--- config.mk ---
export PLATFORM = sky130hd
export DESIGN_NAME = mem_access_unit
export DESIGN_NICKNAME = d
export VERILOG_FILES = /design/src/rtl/cpu_pkg.sv /design/src/rtl/mem_lane_align.sv /design/src/rtl/mem_access_unit.sv
export SDC_FILE = /design/constraint.sdc
export NUM_CORES = 1
export LEC_CHECK = 0
export CAP_MARGIN = 20
export CORE_UTILIZATION = 47
export DETAILED_ROUTE_END_ITERATION = 12
export GPL_TIMING_DRIVEN = 0
export HOLD_SLACK_MARGIN = 0.05
export PLACE_DENSITY = 0.8
export SLEW_MARGIN = 5
export SYNTH_ARGS = -nofsm -noshare
export SYNTH_HDL_FRONTEND = slang
export SYNTH_SLANG_ARGS = --single-unit
--- constraint.sdc ---
create_clock -name clk_100M -period 2.7 [get_ports clk_100M]
set_clock_uncertainty 0.2 [all_clocks]
set_input_delay 0.81 -clock clk_100M [delete_from_list [all_inputs] [get_ports clk_100M]]
set_output_delay 0.81 -clock clk_100M [all_outputs]
set_load 0.02 [all_outputs]
--- src/rtl/cpu_pkg.sv ---
// Shared types and helpers for the CPU load/store path.
// Holds the access-size and FSM-state enums, the lane masks used when
// extracting and merging sub-word data, and the small alignment helpers
// that both the load/store unit and its lane aligner depend on.
package cpu_pkg;

  // Access width requested by the datapath; the encoding matches req_size.
  typedef enum logic [1:0] {
    SZ_BYTE = 2'b00,
    SZ_HALF = 2'b01,
    SZ_WORD = 2'b10,
    SZ_RSVD = 2'b11
  } mem_size_t;

  // Load/store unit sequencing states.
  typedef enum logic [1:0] {
    IDLE   = 2'b00,
    ACCESS = 2'b01,
    WRITE  = 2'b10,
    RESP   = 2'b11
  } mau_state_t;

  // Lane masks positioned at bit 0; they are shifted into place by the aligner.
  localparam logic [31:0] BYTE_LANE_MASK = 32'h0000_00FF;
  localparam logic [31:0] HALF_LANE_MASK = 32'h0000_FFFF;
  localparam logic [31:0] WORD_LANE_MASK = 32'hFFFF_FFFF;

  // True when the request cannot be served as a naturally aligned access.
  // The reserved size is always treated as misaligned.
  function automatic logic is_misaligned(input mem_size_t size,
                                         input logic [1:0] offset);
    logic result;
    case (size)
      SZ_BYTE: result = 1'b0;
      SZ_HALF: result = offset[0];
      SZ_WORD: result = (offset != 2'b00);
      default: result = 1'b1;
    endcase
    return result;
  endfunction

  // Rounds the byte offset down to the natural boundary of the access size.
  // When errors are flagged the result is never used for a misaligned access;
  // when force-alignment is selected this is what makes the access legal.
  function automatic logic [1:0] align_offset(input mem_size_t size,
                                              input logic [1:0] offset);
    logic [1:0] result;
    case (size)
      SZ_BYTE: result = offset;
      SZ_HALF: result = {offset[1], 1'b0};
      default: result = 2'b00;
    endcase
    return result;
  endfunction

  // The reserved size has no lane of its own; when it is allowed through
  // (force-align mode) it behaves as a full word access.
  function automatic mem_size_t effective_size(input mem_size_t size);
    mem_size_t result;
    if (size == SZ_RSVD) begin
      result = SZ_WORD;
    end else begin
      result = size;
    end
    return result;
  endfunction

endpackage

--- src/rtl/mem_lane_align.sv ---
// Purely combinational lane steering between a 32-bit RAM word and the
// byte/half/word view the datapath uses.
// The extract path pulls the addressed lane out of a word and zero- or
// sign-extends it; the merge path drops store data into the addressed
// lane(s) of an existing word while leaving every other byte untouched.
module mem_lane_align
  import cpu_pkg::*;
#(
  parameter bit BIG_ENDIAN = 1'b0
) (
  input  logic [31:0] word,
  input  logic [1:0]  offset,
  input  mem_size_t   size,
  input  logic        is_signed,
  output logic [31:0] rdata,
  input  logic [31:0] old_word,
  input  logic [31:0] wdata,
  output logic [31:0] new_word
);

  logic [4:0]  shift;
  logic [31:0] lane_mask;
  logic [31:0] lane_bits;

  // Lane position: bit shift and unshifted mask for the addressed lane.
  // In big-endian order byte 0 sits in bits [31:24], so the lane index is
  // mirrored (3-offset for bytes, 2-offset for halves).
  always_comb begin
    shift     = 5'd0;
    lane_mask = WORD_LANE_MASK;
    case (size)
      SZ_BYTE: begin
        lane_mask = BYTE_LANE_MASK;
        if (BIG_ENDIAN) begin
          shift = {~offset, 3'b000};
        end else begin
          shift = {offset, 3'b000};
        end
      end
      SZ_HALF: begin
        lane_mask = HALF_LANE_MASK;
        if (BIG_ENDIAN) begin
          shift = {~offset[1], 4'b0000};
        end else begin
          shift = {offset[1], 4'b0000};
        end
      end
      default: begin
        lane_mask = WORD_LANE_MASK;
        shift     = 5'd0;
      end
    endcase
  end

  // Extract path: bring the lane down to bit 0, then extend it.
  // Word loads have no spare bits, so the signed flag does not matter there.
  always_comb begin
    lane_bits = (word >> shift) & lane_mask;
    rdata     = lane_bits;
    if (is_signed) begin
      case (size)
        SZ_BYTE: rdata = {{24{lane_bits[7]}}, lane_bits[7:0]};
        SZ_HALF: rdata = {{16{lane_bits[15]}}, lane_bits[15:0]};
        default: rdata = lane_bits;
      endcase
    end
  end

  // Merge path: clear the addressed lane(s) of the old word and insert the
  // low lane(s) of the store data there.
  always_comb begin
    new_word = (old_word & ~(lane_mask << shift)) | ((wdata & lane_mask) << shift);
  end

endmodule

--- src/rtl/mem_access_unit.sv ---
// Load/store front end between the multicycle CPU datapath and the
// word-only unified RAM. One request is accepted at a time from IDLE.
// Loads read the aligned word and return the extracted lane; word stores
// write straight through; byte/half stores do a read-modify-write over two
// cycles. Misaligned or reserved-size requests either respond with an error
// without touching memory, or are forced down to alignment, depending on
// ERR_ON_MISALIGN. All state advances only on edges where clk_en is high.
module mem_access_unit
  import cpu_pkg::*;
#(
  parameter bit BIG_ENDIAN      = 1'b0,
  parameter bit ERR_ON_MISALIGN = 1'b1
) (
  input  logic        clk_100M,
  input  logic        rst_n,
  input  logic        clk_en,
  input  logic        req_valid,
  output logic        req_ready,
  input  logic        req_we,
  input  logic [1:0]  req_size,
  input  logic        req_signed,
  input  logic [31:0] req_addr,
  input  logic [31:0] req_wdata,
  output logic        resp_valid,
  output logic [31:0] resp_rdata,
  output logic        resp_err,
  output logic        mem_wr_en,
  output logic [31:0] mem_addr,
  output logic [31:0] mem_w_data,
  input  logic [31:0] mem_r_data
);

  mau_state_t  state;

  logic        lat_we;
  mem_size_t   lat_size;
  logic        lat_signed;
  logic [1:0]  lat_offset;
  logic [31:0] lat_wdata;

  logic        wr_en_q;

  mem_size_t   in_size;
  mem_size_t   in_eff_size;
  logic        in_misalign;
  logic [1:0]  in_offset;
  logic        handshake;

  logic [31:0] load_data;
  logic [31:0] merged_word;

  // Decode of the incoming request, used only on the handshake edge.
  always_comb begin
    in_size     = mem_size_t'(req_size);
    in_eff_size = effective_size(in_size);
    in_misalign = is_misaligned(in_size, req_addr[1:0]);
    in_offset   = align_offset(in_size, req_addr[1:0]);
    handshake   = req_valid && req_ready;
  end

  // A reset edge must never commit a pending RMW write, so the registered
  // write enable is also masked by rst_n; the RAM sees it drop on the very
  // edge that reset is sampled.
  assign mem_wr_en = wr_en_q && rst_n;

  // Both the extract and merge paths look at the word currently read from
  // mem_addr, which holds the latched aligned address during ACCESS.
  mem_lane_align #(
    .BIG_ENDIAN (BIG_ENDIAN)
  ) u_lane_align (
    .word      (mem_r_data),
    .offset    (lat_offset),
    .size      (lat_size),
    .is_signed (lat_signed),
    .rdata     (load_data),
    .old_word  (mem_r_data),
    .wdata     (lat_wdata),
    .new_word  (merged_word)
  );

  // Request sequencer: latches the request, drives the RAM interface and
  // produces the one-cycle response pulse. All outputs are registered here.
  always_ff @(posedge clk_100M) begin
    if (!rst_n) begin
      state      <= IDLE;
      req_ready  <= 1'b1;
      resp_valid <= 1'b0;
      resp_err   <= 1'b0;
      resp_rdata <= 32'd0;
      wr_en_q    <= 1'b0;
      mem_addr   <= 32'd0;
      mem_w_data <= 32'd0;
      lat_we     <= 1'b0;
      lat_size   <= SZ_BYTE;
      lat_signed <= 1'b0;
      lat_offset <= 2'b00;
      lat_wdata  <= 32'd0;
    end else if (clk_en) begin
      case (state)
        IDLE: begin
          if (handshake) begin
            lat_we     <= req_we;
            lat_size   <= in_eff_size;
            lat_signed <= req_signed;
            lat_offset <= in_offset;
            lat_wdata  <= req_wdata;
            req_ready  <= 1'b0;
            if (in_misalign && ERR_ON_MISALIGN) begin
              resp_valid <= 1'b1;
              resp_err   <= 1'b1;
              resp_rdata <= 32'd0;
              state      <= RESP;
            end else begin
              mem_addr <= {req_addr[31:2], 2'b00};
              if (req_we && (in_eff_size == SZ_WORD)) begin
                wr_en_q    <= 1'b1;
                mem_w_data <= req_wdata;
              end
              state <= ACCESS;
            end
          end
        end

        ACCESS: begin
          if (!lat_we) begin
            resp_rdata <= load_data;
            resp_err   <= 1'b0;
            resp_valid <= 1'b1;
            state      <= RESP;
          end else if (lat_size == SZ_WORD) begin
            wr_en_q    <= 1'b0;
            resp_rdata <= 32'd0;
            resp_err   <= 1'b0;
            resp_valid <= 1'b1;
            state      <= RESP;
          end else begin
            mem_w_data <= merged_word;
            wr_en_q    <= 1'b1;
            state      <= WRITE;
          end
        end

        WRITE: begin
          wr_en_q    <= 1'b0;
          resp_rdata <= 32'd0;
          resp_err   <= 1'b0;
          resp_valid <= 1'b1;
          state      <= RESP;
        end

        RESP: begin
          resp_valid <= 1'b0;
          req_ready  <= 1'b1;
          state      <= IDLE;
        end

        default: begin
          wr_en_q    <= 1'b0;
          resp_valid <= 1'b0;
          req_ready  <= 1'b1;
          state      <= IDLE;
        end
      endcase
    end
  end

endmodule

Figure 1. Congestion heat map.
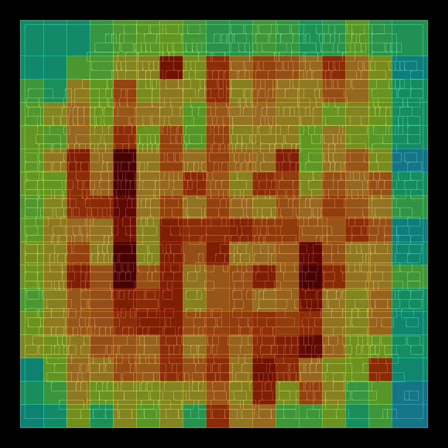
gr usage total: 32.6%
met3 Resource Use GR: 5.97%
per-cell routed wire length: 19.3 um

Figure 2. Pin placement.
Pins as bars across the die edge, other pins in gray.
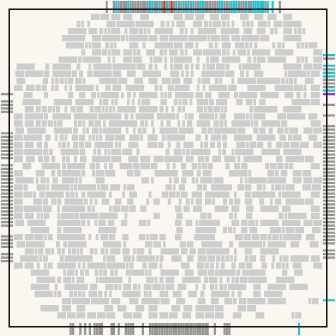
cyan -> `mem_addr`  # pins 32, direction output, edge 25 north, 6 east, 1 south
red -> `req_size`  # pins 2, direction input, edge north
purple -> `resp_err`  # pins 1, direction output, edge east
all pins by edge = 68 north, 51 east, 47 south, 38 west

Figure 3. Register map, names as in the netlist.
Other sequential cells in the stronger gray, the rest of the logic in the fainter gray.
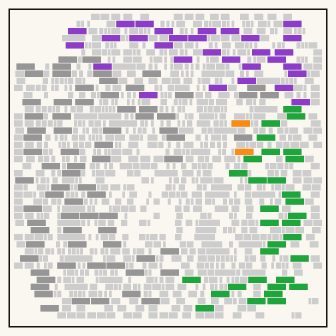
orange -> `state`  # sequential cells 2
purple -> `mem_addr`  # sequential cells 30
green -> `resp_rdata`  # sequential cells 32
not colored = 74

==> impl_metrics.json <==
{
  "yosys_area_sq_um": 6650,
  "netlist.area_leader.share_pct": 41.5,
  "placed_area_sq_um": 8880,
  "period_used_pct": 99.5,
  "ff_type": "dfxtp_1",
  "edf_count": 0,
  "seq_cells": 138,
  "fp_util_pct": 48.1,
  "xor_share_pct": 0,
  "crit_chain": "clkbuf_2, clkbuf_8, and2_1, clkdlybuf4s15_2",
  "status": "complete, no violations",
  "crit_type": "in2out",
  "layout-drive-gt1-share_pct": 8.76,
  "cts_tree": "done",
  "cts_buffers": 17,
  "dr.pass1.iters": 5,
  "rrSetupSlack_ps": 120,
  "final_util_pct": 69.3,
  "areaGrowthSynthToFinish_pct": 44.0,
  "setup_tns_ps": 0,
  "p_clk_share_pct": 41.9,
  "syn_area_sq_um": 6650
}
